[src/rtl/uart_rx_fifo.sv]
// uart_rx_fifo: first-word-fall-through receive FIFO that sits behind uart_rx,
// dropping bytes when full and flagging the loss in a sticky overflow bit.
module uart_rx_fifo #(
    parameter int DBIT   = 8,
    parameter int ADDR_W = 4
) (
    input  logic              clk,
    input  logic              reset,
    input  logic              wr,
    input  logic [DBIT-1:0]   w_data,
    input  logic              rd,
    output logic [DBIT-1:0]   r_data,
    output logic              empty,
    output logic              full,
    output logic [ADDR_W:0]   count,
    output logic              overflow,
    input  logic              clr_ovf
);
    localparam int DEPTH = 2 ** ADDR_W;

    logic [DBIT-1:0]   mem [DEPTH];
    logic [ADDR_W-1:0] w_ptr, r_ptr;
    logic              push, pop;

    // A full FIFO still accepts a push when the same edge frees a slot.
    assign push   = wr && (!full || rd);
    assign pop    = rd && !empty;
    assign r_data = mem[r_ptr];

    always_ff @(posedge clk) begin
        if (push && reset)
            mem[w_ptr] <= w_data;
    end

    always_ff @(posedge clk) begin
        if (!reset) begin
            w_ptr    <= '0;
            r_ptr    <= '0;
            count    <= '0;
            empty    <= 1'b1;
            full     <= 1'b0;
            overflow <= 1'b0;
        end else begin
            if (push)
                w_ptr <= w_ptr + 1'b1;
            if (pop)
                r_ptr <= r_ptr + 1'b1;
            if (push && !pop) begin
                count <= count + 1'b1;
                empty <= 1'b0;
                full  <= (count == (ADDR_W+1)'(DEPTH - 1));
            end else if (pop && !push) begin
                count <= count - 1'b1;
                full  <= 1'b0;
                empty <= (count == (ADDR_W+1)'(1));
            end
            overflow <= (wr && !push) || (overflow && !clr_ovf);
        end
    end
endmodule

[config.mk]
export PLATFORM = sky130hd
export DESIGN_NAME = uart_rx_fifo
export DESIGN_NICKNAME = d
export VERILOG_FILES = /design/src/rtl/uart_rx_fifo.sv
export SDC_FILE = /design/constraint.sdc
export NUM_CORES = 1
export LEC_CHECK = 0
export CORE_MARGIN = 1.5
export CORE_UTILIZATION = 45
export CTS_BUF_LIST = sky130_fd_sc_hd__clkbuf_16
export DETAILED_ROUTE_END_ITERATION = 7
export PLACE_DENSITY = 0.75
export SLEW_MARGIN = 20
export SYNTH_ARGS = -nofsm -noshare
export SYNTH_HDL_FRONTEND = slang
export SYNTH_SLANG_ARGS = --single-unit
[constraint.sdc]
create_clock -name clk -period 2.2 [get_ports clk]
set_clock_uncertainty 0.2 [all_clocks]
set_input_delay 0.22 -clock clk [delete_from_list [all_inputs] [get_ports clk]]
set_output_delay 0.22 -clock clk [all_outputs]
set_load 0.01 [all_outputs]
==> run summary <==
run status = finished with violations
violated checks = negative setup slack
peak per-stage delay on the critical path = 580 ps
clock transition at the registers of the reported paths = 60 ps
crit path max fanout = 8
mapped cell area = 6000 um^2
Avg Cell Area, Syn = 18.4 um^2
Final Hold Vio Count = 0
max-cap violations = 0
tally of OpenROAD warnings = 33
sequential share of power = 0.496
critical path class = flop to output pin
final cell count without fillers = 588
Cell variety after synth = 38
final critical-path share of the clock period = 1.12
Vias/cell = 5.40
Commonest Layout Cell = edfxtp_1
Fillers = 950
flip-flops with a built-in enable = 128
maximum VDD drop = 0.000541 V
Slew @ Worst Pin = 721 ps
top cells by area = edfxtp_1 (64%), mux4_2 (6.8%), dfxtp_1 (6.7%), mux4_1 (6.1%), and2_1 (2.8%)
maximum number of pins on one net before global-route repair = 27
fraction of layout cells with a size suffix above 1 = 0.300
WP buf/inv = 2
crit path cell chain = buf_12 -> mux4_1 -> a22oi_2 -> nand2_1 -> buf_2
share of the synthesized area in the top cell type = 0.641
pwr/cell area = 836 nW/um^2
Area growth, synth to finish = 26.4%
drt drc = 0
Nets at Floorplan = 349
Clk pwr share = 0.415
Net count, final = 426
P_leak = 2.57 nW
1st-iter DRT viols = 245
Yosys Instances = 326
CP arrival = 2050 ps
cts bufs inserted = 17
worst hold margin = 285 ps
fmax = 405 MHz
n_diodes = 0
Slew Viols, Final = 0
reg2reg setup slack = 180 ps
max_slew headroom = 0.519
CTS tree = done
Die H = 118 um
hpwl dp = 7650 um
first-pass GRT wire length = 19200 um
Psw = 0.00139 W
Synth Seq Share = 0.708
Core Util at FP = 0.468
cell type with the largest total area = edfxtp_1
delay-heaviest family, CP = multiplexers
I/O pin total = 29
internal power = 0.00494 W
Final min period = 2470 ps
placed insts = 545
worst min path class = input port to flop
gp weighted congestion = 0.730
post-route setup TNS = -1820 ps
startpoint types = flop
CP required = 1780 ps
Post-synth ARST share = 0
Pre-antenna DRT Iters = 4
most instantiated logic cells after routing = edfxtp_1 (128), and2_1 (28), mux4_2 (26)
Tot Pwr = 0.00633 W
Synth Instances = 326
chip width = 118 um
CP endpoint kind = output pin
CTS Buffer Depth = 2
Detail Route Antenna Nets = 0
Comb pwr share = 0.089
clk sinks = 148
H-tree levels = 4
fin worst setup slack = -268 ps
total global routing overflow = 0
Commonest flop = edfxtp_1
Critical-path top delay cell = mux4_1
area reported by Yosys stat = 6000 um^2
Yosys reg bits = 148
setup repair after global routing missed its margin = yes
Root Driver = clkbuf_16
vias in the first global route = 3402
Sw Ratio = 0.220
Synth warnings = 0
initial antenna violation count = 0
Die ar. = 14000 um^2
PortBufs = 28
final setup vio count = 8
## metal layers
layer / share of wire / global-route usage
met5: 0 / 0
met4: 0.023 / 0.0753
met1: 0.39 / 0.234
met2: 0.51 / 0.327
met3: 0.072 / 0.0492
## worst register-to-register path, delay by kind of cell, from the launching register on
kind	cells	cell delay, ps
AND/OR/NAND/NOR	3	740
multiplexers	2	380
flip-flops	1	340
adder cells (fa/ha/maj)	1	280
## path summary, 6_finish.rpt
path,to,from,depth (start not counted)
setup / recovery,r_data[5],flop,5
hold / removal,overflow,clr_ovf,3
setup reg to reg,count[3],full,6
hold reg to reg,empty,empty,2
## power groups by stage
stage	logic (W)	registers [W]	clock network [W]
floorplan	0.000282	0.00319	0
global placement	0.000494	0.00319	0
detailed placement	0.000508	0.00319	0
CTS	0.000550	0.00314	0.00267
global route	0.000610	0.00315	0.00280
finish	0.000561	0.00314	0.00263
## synthesized netlist by cell type, types with 2 or more instances
master / n
clkbuf_1: 3
nand2_1: 20
a22oi_1: 16
inv_1: 8
nand2b_1: 6
nor3b_1: 2
buf_6: 3
dfxtp_1: 20
mux4_1: 14
buf_2: 3
xnor2_1: 7
nor3_1: 2
clkdlybuf4s25_2: 3
mux2i_1: 4
ha_1: 10
nor2b_1: 2
a21boi_0: 2
mux4_2: 18
edfxtp_1: 128
o21ai_0: 3
and3_1: 2
and2_1: 27
nor2_1: 2
o22ai_1: 2
nand3_1: 6
## kinds of logic after synthesis
family | Yosys count | share of synthesized area
AOI/OAI and AO/OA | 26 | 0.0307
and+or+nand+nor | 76 | 0.0707
DFF | 148 | 0.708
adders and majority gates | 10 | 0.0209
buffers and inverters | 22 | 0.0221
muxes | 37 | 0.138
xor gates and xnor gates | 7 | 0.0102
## timing repair
item	4_1_cts	5_1_grt
gates resized	56	8
hold endpoints to repair	0	0
hold buffers	0	0
endpoints found under the setup margin	8	9
cloned	1	0
setup buffers	7	3
pin swaps	11	5
## layout make-up
| type | instances | area (um^2) | area share |
|---|---|---|---|
| tap | 172 | 215 | 0.0284 |
| clock buffer | 17 | 425 | 0.0561 |
| sequential | 148 | 4250 | 0.561 |
| inverter | 8 | 30.0 | 0.00396 |
| multi-input combinational | 156 | 1660 | 0.219 |
| timing repair buffer | 72 | 881 | 0.116 |
| clock inverter | 15 | 118 | 0.0155 |
## registers in the layout, indices dropped and copies added, names as in the netlist, named ones only
name and count:
count 5, empty 1, full 1, mem 128, overflow 1, r_ptr 4, w_ptr 4
## per-stage QoR
step,instance area [um^2],setup slack [ps]
floorplan,6000,32.6
global placement,6890,-197
detailed placement,6890,-284
CTS,7520,-290
global route,7580,-297
finish,7580,-268
Figure 1. Placed cells, one color a class.
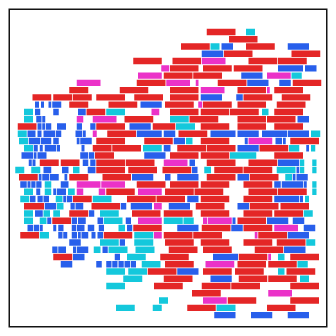
cyan -> other buffers and delay cells  # cells 72, share of their area 12%
blue -> combinational and other logic  # cells 164, share of their area 23%
red -> flops  # cells 148, share of their area 58%
magenta -> clock drivers and dummy loads  # cells 32, share of their area 7.4%
post-layout util: 0.591
FP Rows: 41
total core area: 12800 um^2
fraction of area in registers: 0.561

Figure 2. Metal layers overlaid.
Only two layers are drawn.
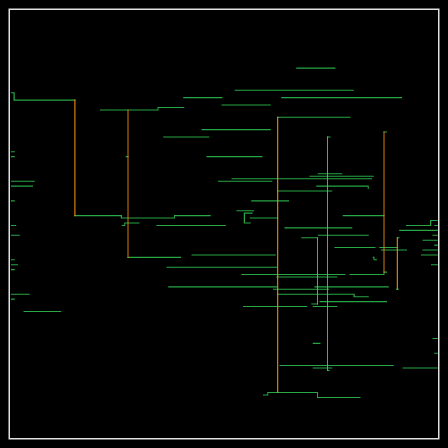
green -> metal 3  # wire length 892 um
orange -> metal 4  # wire length 285 um
final wirelength: 12400 um
wire length per cell: 21.2 um
vias: 3173
Global Route Usage Sum: 0.192

Figure 3. Routed clock nets over the placement.
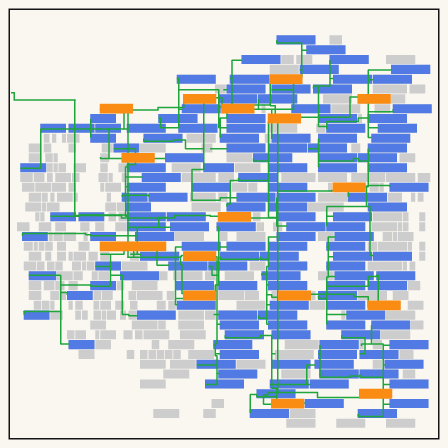
green -> clock wires  # length 1590 um
orange -> clock drivers  # count 17
blue -> flip-flops  # count 148
flops lie = all over the die
Power Clock: 0.00263 W
worst skew pair latency: 420 ps

Figure 4. Ports around the boundary.
Pins as bars across the die edge, other pins in gray.
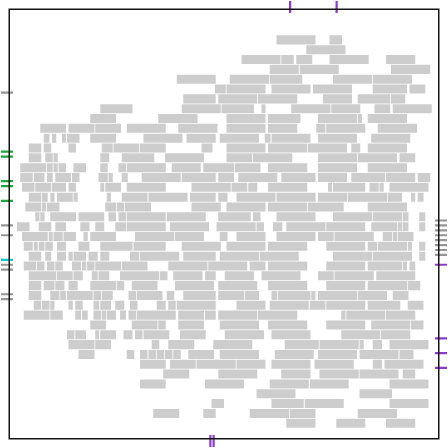
purple -> w_data  # pins 8, direction input, edge 4 right, 2 top, 2 bottom
cyan -> empty  # pins 1, direction output, edge left
green -> count  # pins 5, direction output, edge left

Power is estimated from default activity; no workload was simulated.
